[src/rtl/cbus_rr_arbiter.sv]
// cbus_rr_arbiter: round-robin arbiter sharing one cache bus among NUM_INPUTS
// requesters. A grant is held for a whole burst and released after the final
// beat handshake or when the granted requester drops valid. There is always one
// idle bubble cycle between transactions.
// Optional: define CBUS_ARB_STATS_EN to add saturating per-requester
// grant_cnt / wait_cnt counters.

package cbus_pkg;
  typedef struct packed {
    logic        valid;
    logic        we;
    logic [31:0] addr;
    logic [3:0]  len;    // burst length minus one
    logic [31:0] wdata;
  } cbus_req_t;

  typedef struct packed {
    logic        ready;
    logic        last;
    logic [31:0] data;
  } cbus_resp_t;
endpackage

module cbus_rr_arbiter
  import cbus_pkg::*;
#(
  parameter  int NUM_INPUTS = 2,
  localparam int IDX_W      = (NUM_INPUTS > 1) ? $clog2(NUM_INPUTS) : 1
) (
  input  logic                             clk,
  input  logic                             reset,
  input  cbus_req_t  [NUM_INPUTS-1:0]      ireqs,
  output cbus_resp_t [NUM_INPUTS-1:0]      iresps,
  output cbus_req_t                        oreq,
  input  cbus_resp_t                       oresp,
  output logic                             grant_valid,
  output logic [IDX_W-1:0]                 grant_idx
`ifdef CBUS_ARB_STATS_EN
  ,
  output logic [NUM_INPUTS-1:0][31:0]      grant_cnt,
  output logic [NUM_INPUTS-1:0][31:0]      wait_cnt
`endif
);

  typedef enum logic {IDLE, BUSY} state_e;

  state_e           state_q, state_d;
  logic [IDX_W-1:0] grant_idx_q, grant_idx_d;
  logic [IDX_W-1:0] last_idx_q, last_idx_d;

  logic [NUM_INPUTS-1:0] req_vld;
  logic                  pick_found;
  logic [IDX_W-1:0]      pick_idx;
  logic                  done;

  // Gather the valid bits of all requesters
  always_comb begin
    req_vld = '0;
    for (int i = 0; i < NUM_INPUTS; i++) req_vld[i] = ireqs[i].valid;
  end

  // Round-robin pick: first valid requester scanning from last_idx+1, wrapping
  always_comb begin
    int cand;
    cand       = 0;
    pick_found = 1'b0;
    pick_idx   = '0;
    for (int k = 1; k <= NUM_INPUTS; k++) begin
      cand = int'(last_idx_q) + k;
      if (cand >= NUM_INPUTS) cand = cand - NUM_INPUTS;
      if (!pick_found && req_vld[cand[IDX_W-1:0]]) begin
        pick_found = 1'b1;
        pick_idx   = cand[IDX_W-1:0];
      end
    end
  end

  // Transaction ends on the final beat handshake or when the owner withdraws
  assign done = (oresp.ready && oresp.last) || !req_vld[grant_idx_q];

  // Next-state logic for the grant FSM
  always_comb begin
    state_d     = state_q;
    grant_idx_d = grant_idx_q;
    last_idx_d  = last_idx_q;
    case (state_q)
      IDLE: if (pick_found) begin
        state_d     = BUSY;
        grant_idx_d = pick_idx;
      end
      BUSY: if (done) begin
        state_d    = IDLE;
        last_idx_d = grant_idx_q;
      end
      default: state_d = IDLE;
    endcase
  end

  // Grant FSM registers; reset makes index 0 the first candidate
  always_ff @(posedge clk or posedge reset) begin
    if (reset) begin
      state_q     <= IDLE;
      grant_idx_q <= '0;
      last_idx_q  <= IDX_W'(NUM_INPUTS - 1);
    end else begin
      state_q     <= state_d;
      grant_idx_q <= grant_idx_d;
      last_idx_q  <= last_idx_d;
    end
  end

  // Steer the owner's request out and the memory response back to the owner only
  always_comb begin
    oreq   = '0;
    iresps = '0;
    if (state_q == BUSY) begin
      oreq                = ireqs[grant_idx_q];
      iresps[grant_idx_q] = oresp;
    end
  end

  assign grant_valid = (state_q == BUSY);
  assign grant_idx   = grant_idx_q;

`ifdef CBUS_ARB_STATS_EN
  logic [NUM_INPUTS-1:0][31:0] grant_cnt_q, grant_cnt_d;
  logic [NUM_INPUTS-1:0][31:0] wait_cnt_q, wait_cnt_d;

  // Saturating counters: grants taken and cycles spent waiting unserved
  always_comb begin
    grant_cnt_d = grant_cnt_q;
    wait_cnt_d  = wait_cnt_q;
    for (int i = 0; i < NUM_INPUTS; i++) begin
      if (state_q == IDLE && pick_found && int'(pick_idx) == i &&
          grant_cnt_q[i] != 32'hFFFF_FFFF)
        grant_cnt_d[i] = grant_cnt_q[i] + 32'd1;
      if (req_vld[i] && !(state_q == BUSY && int'(grant_idx_q) == i) &&
          wait_cnt_q[i] != 32'hFFFF_FFFF)
        wait_cnt_d[i] = wait_cnt_q[i] + 32'd1;
    end
  end

  // Counter registers
  always_ff @(posedge clk or posedge reset) begin
    if (reset) begin
      grant_cnt_q <= '0;
      wait_cnt_q  <= '0;
    end else begin
      grant_cnt_q <= grant_cnt_d;
      wait_cnt_q  <= wait_cnt_d;
    end
  end

  assign grant_cnt = grant_cnt_q;
  assign wait_cnt  = wait_cnt_q;
`endif

endmodule

[config.mk]
export PLATFORM = sky130hd
export DESIGN_NAME = cbus_rr_arbiter
export DESIGN_NICKNAME = d
export VERILOG_FILES = /design/src/rtl/cbus_rr_arbiter.sv
export SDC_FILE = /design/constraint.sdc
export NUM_CORES = 1
export LEC_CHECK = 0
export CAP_MARGIN = 20
export CORE_AREA = 2 2 124 126
export DETAILED_ROUTE_END_ITERATION = 6
export DIE_AREA = 0 0 126 128
export HOLD_SLACK_MARGIN = 0.02
export PLACE_DENSITY = 0.51
export SYNTH_ARGS = -nofsm -noshare
export SYNTH_HDL_FRONTEND = slang
export SYNTH_SLANG_ARGS = --single-unit
[constraint.sdc]
create_clock -name clk -period 2.3 [get_ports clk]
set_input_delay 0.46 -clock clk [delete_from_list [all_inputs] [get_ports clk]]
set_output_delay 0.46 -clock clk [all_outputs]
set_load 0.02 [all_outputs]
==> impl_metrics.csv, run 1 <==
group,metric,value,unit
final_layout,drive_above_1_share,0.0427,
final_timing,relSlewSlack,0.782,
clocking,cts-root-buf,"clkbuf_16",
power,switchingPower,2.07,mW
clocking,cts_setup_buffers,0,
final_timing,period_needed,2.25,ns
job,drv_cap,0,
final_layout,seq_cell_count,3,
final_layout,largest_class,"buffers",
power,pwr-share-comb,0.905,
clocking,cts_sinks,3,
setup_path,path_cells,"nor2_4 -> buf_4 -> and2_1 -> clkdlybuf4s50_1",
status,outcome,"finished, final reports clean",
power,swShare,0.482,
setup_path,critical_path.top_delay_family,"buffers and inverters",
grt,met3_usage,0.0484,
synthesis,ys_cells,252,
power,p_int,2.22,mW
route,postRouteAntennaNets,0,
final_layout,final_nets,739,
synthesis,top_cell_area_share,0.403,
clocking,cts_max_level,1,
setup_path,cp_slowest_cell,"clkdlybuf4s50_1",
setup_path,start_kind,"flip-flop",
clocking,numCtsBuffers,3,
synthesis,avgSynthCellArea,6.90,um2
final_timing,layout_setup_ws,0.0457,ns
final_layout,diodes,1,
clocking,ctsResizeCount,38,
power,p_per_area,801,mW/mm2
final_layout,nNonClkBuffers,332,
grt,grt_max_degree,73,
route,wl,10500,um
setup_path,rrSetupSlack,1.09,ns
setup_path,rr_worst_depth,4,
clocking,clock_path_buffers,2,
setup_path,end_kind,"output pin",
final_layout,inverters,3,
grt,grt_pass1_vias,2865,
synthesis,netlist_area,0.00174,mm2
route,drc,0,
final_timing,finalSetupViolations,0,
placement,post-place-ws,0.0737,ns
power,totalPowerFinal,4.29,mW
route,dr.max_layer_used,"met4",
final_timing,slew_violations,0,
power,combinationalPower,3.88,mW
floorplan,die_area,0.0161,mm2
**Run 1: floorplan with the power grid**

Scale bar: 50 um. Pins as bars on the die edge. Tap cells in gray.
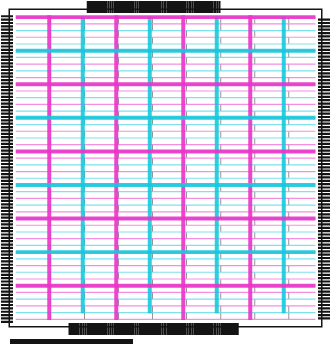
Key: cyan = VDD; magenta = VSS
188 tap cells. 316 signal pins sit on the boundary. 8 straps on met4. 46 met1 rails follow the rows.
Die Ht: 128 um
total core area: 0.0149 mm2
peak supply drop: 400 uV

**Run 1: placement by cell class**

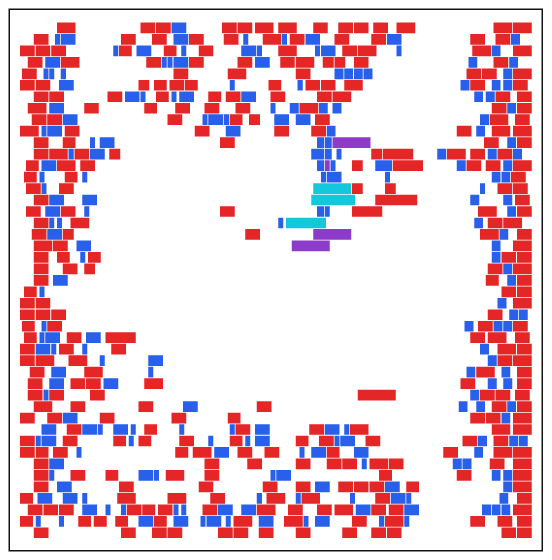
Key: purple = clock drivers and dummy loads [cells 4, share of their area 1.5%]; red = remaining buffers and delay cells [cells 332, share of their area 68%]; cyan = registers [cells 3, share of their area 1.6%]; blue = remaining logic cells [cells 223, share of their area 29%]
fin util: 0.360
Seq/total area: 0.0150
Rows: 45
Final Instance Area: 0.00535 mm2

**Run 1: clock distribution**

Scale bar: 50 um.
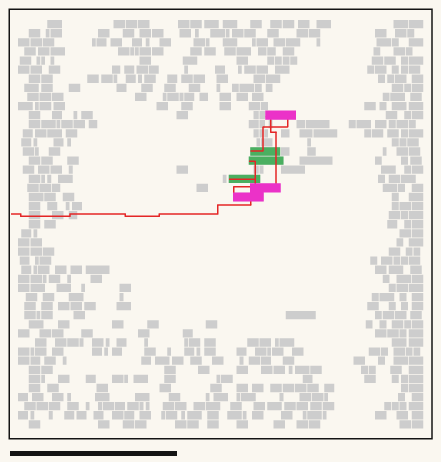
Key: red = clock wires [length 162 um]; green = flip-flops [count 3]; magenta = clock-net drivers [count 3]
There are 4 routed clock nets.
worst skew pair latency: 0.23 ns
clock power share: 0.065
clock skew: 0.00218 ns
Clock group: 0.278 mW

**Run 1: wiring by layer**

Scale bar: 50 um. Only two layers are drawn.
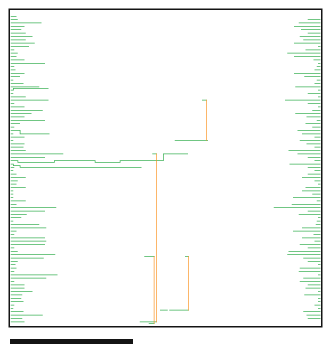
Key: orange = M4 [wire length 133 um]; green = M3 [wire length 1230 um]
Via Count: 2927
wire per inst: 13.9 um

==> run 1 -> run 2 <==
--- a/config.mk
+++ b/config.mk
@@ -5,6 +5,7 @@
 export SDC_FILE = /design/constraint.sdc
 export NUM_CORES = 1
 export LEC_CHECK = 0
+export ABC_CLOCK_PERIOD_IN_PS = 2300
 export CAP_MARGIN = 20
 export CORE_AREA = 2 2 124 126
 export DETAILED_ROUTE_END_ITERATION = 6
**Run 2: wiring by layer**

Scale bar: 50 um. Only two layers are drawn.
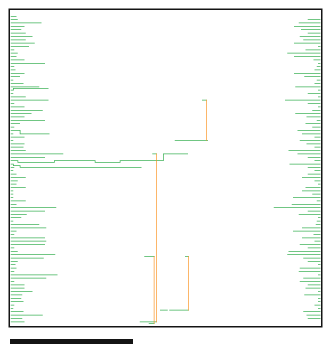
Key: green = M3 [wire length 1230 um]; orange = M4 [wire length 133 um]
WL final: 10500 um
GRT Total Usage: 0.113

**Run 2: floorplan with the power grid**

Scale bar: 50 um. Pins as bars on the die edge. Tap cells in gray.
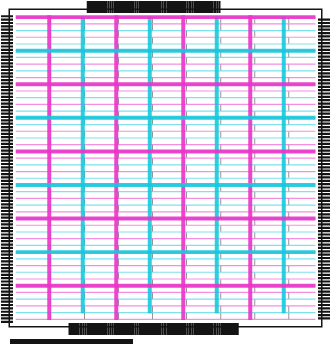
Key: magenta = VSS; cyan = VDD
188 tap cells. 316 signal pins sit on the boundary. 8 straps on met4.
Die Width: 126 um

==> run 2 against run 1 <==
  * Register-to-register slack hardly changed
  * Critical path depth unchanged
  * Sequential power hardly changed
  * Maximum frequency is the same
  * Wire length stayed put
  * Clock power is essentially flat
  * Clock skew unchanged
  * Sequential share of layout area unchanged
  * Critical path type unchanged
  * Largest cell class unchanged
  * Largest power group unchanged
==> impl_metrics.csv, run 2 <==
group,metric,value,unit
status,outcome,"finished, final reports clean",
final_timing,clock_skew,0.00218,ns
final_layout,nNonClkBuffers,332,
synthesis,ys_cells,252,
route,vias,2927,
final_layout,drive_above_1_share,0.0427,
power,power_frac_clock,0.065,
route,routedWlPerCell,13.9,um
final_layout,inverters,3,
synthesis,netlist_area,0.00174,mm2
final_layout,stdcell_area,0.00535,mm2
final_layout,final_nets,739,
power,totalPowerFinal,4.29,mW
power,swShare,0.482,
final_layout,final_util,0.360,
job,drv_cap,0,
grt,grt_pass1_vias,2865,
setup_path,path_cells,"nor2_4 -> buf_4 -> and2_1 -> clkdlybuf4s50_1",
power,p_per_area,801,mW/mm2
setup_path,start_kind,"flip-flop",
final_timing,finalSetupViolations,0,
final_layout,largest_class,"buffers",
final_timing,layout_setup_ws,0.0457,ns
final_layout,seq_cell_count,3,
clocking,cts_setup_buffers,0,
grt,met3_usage,0.0484,
clocking,clkLatencyLatePin,0.23,ns
grt,grt_max_degree,73,
final_timing,slew_violations,0,
floorplan,fp-row-count,45,
final_timing,period_needed,2.25,ns
placement,post-place-ws,0.0737,ns
power,combinationalPower,3.88,mW
power,switchingPower,2.07,mW
power,ir_drop,400,uV
Power is estimated from default activity; no workload was simulated.
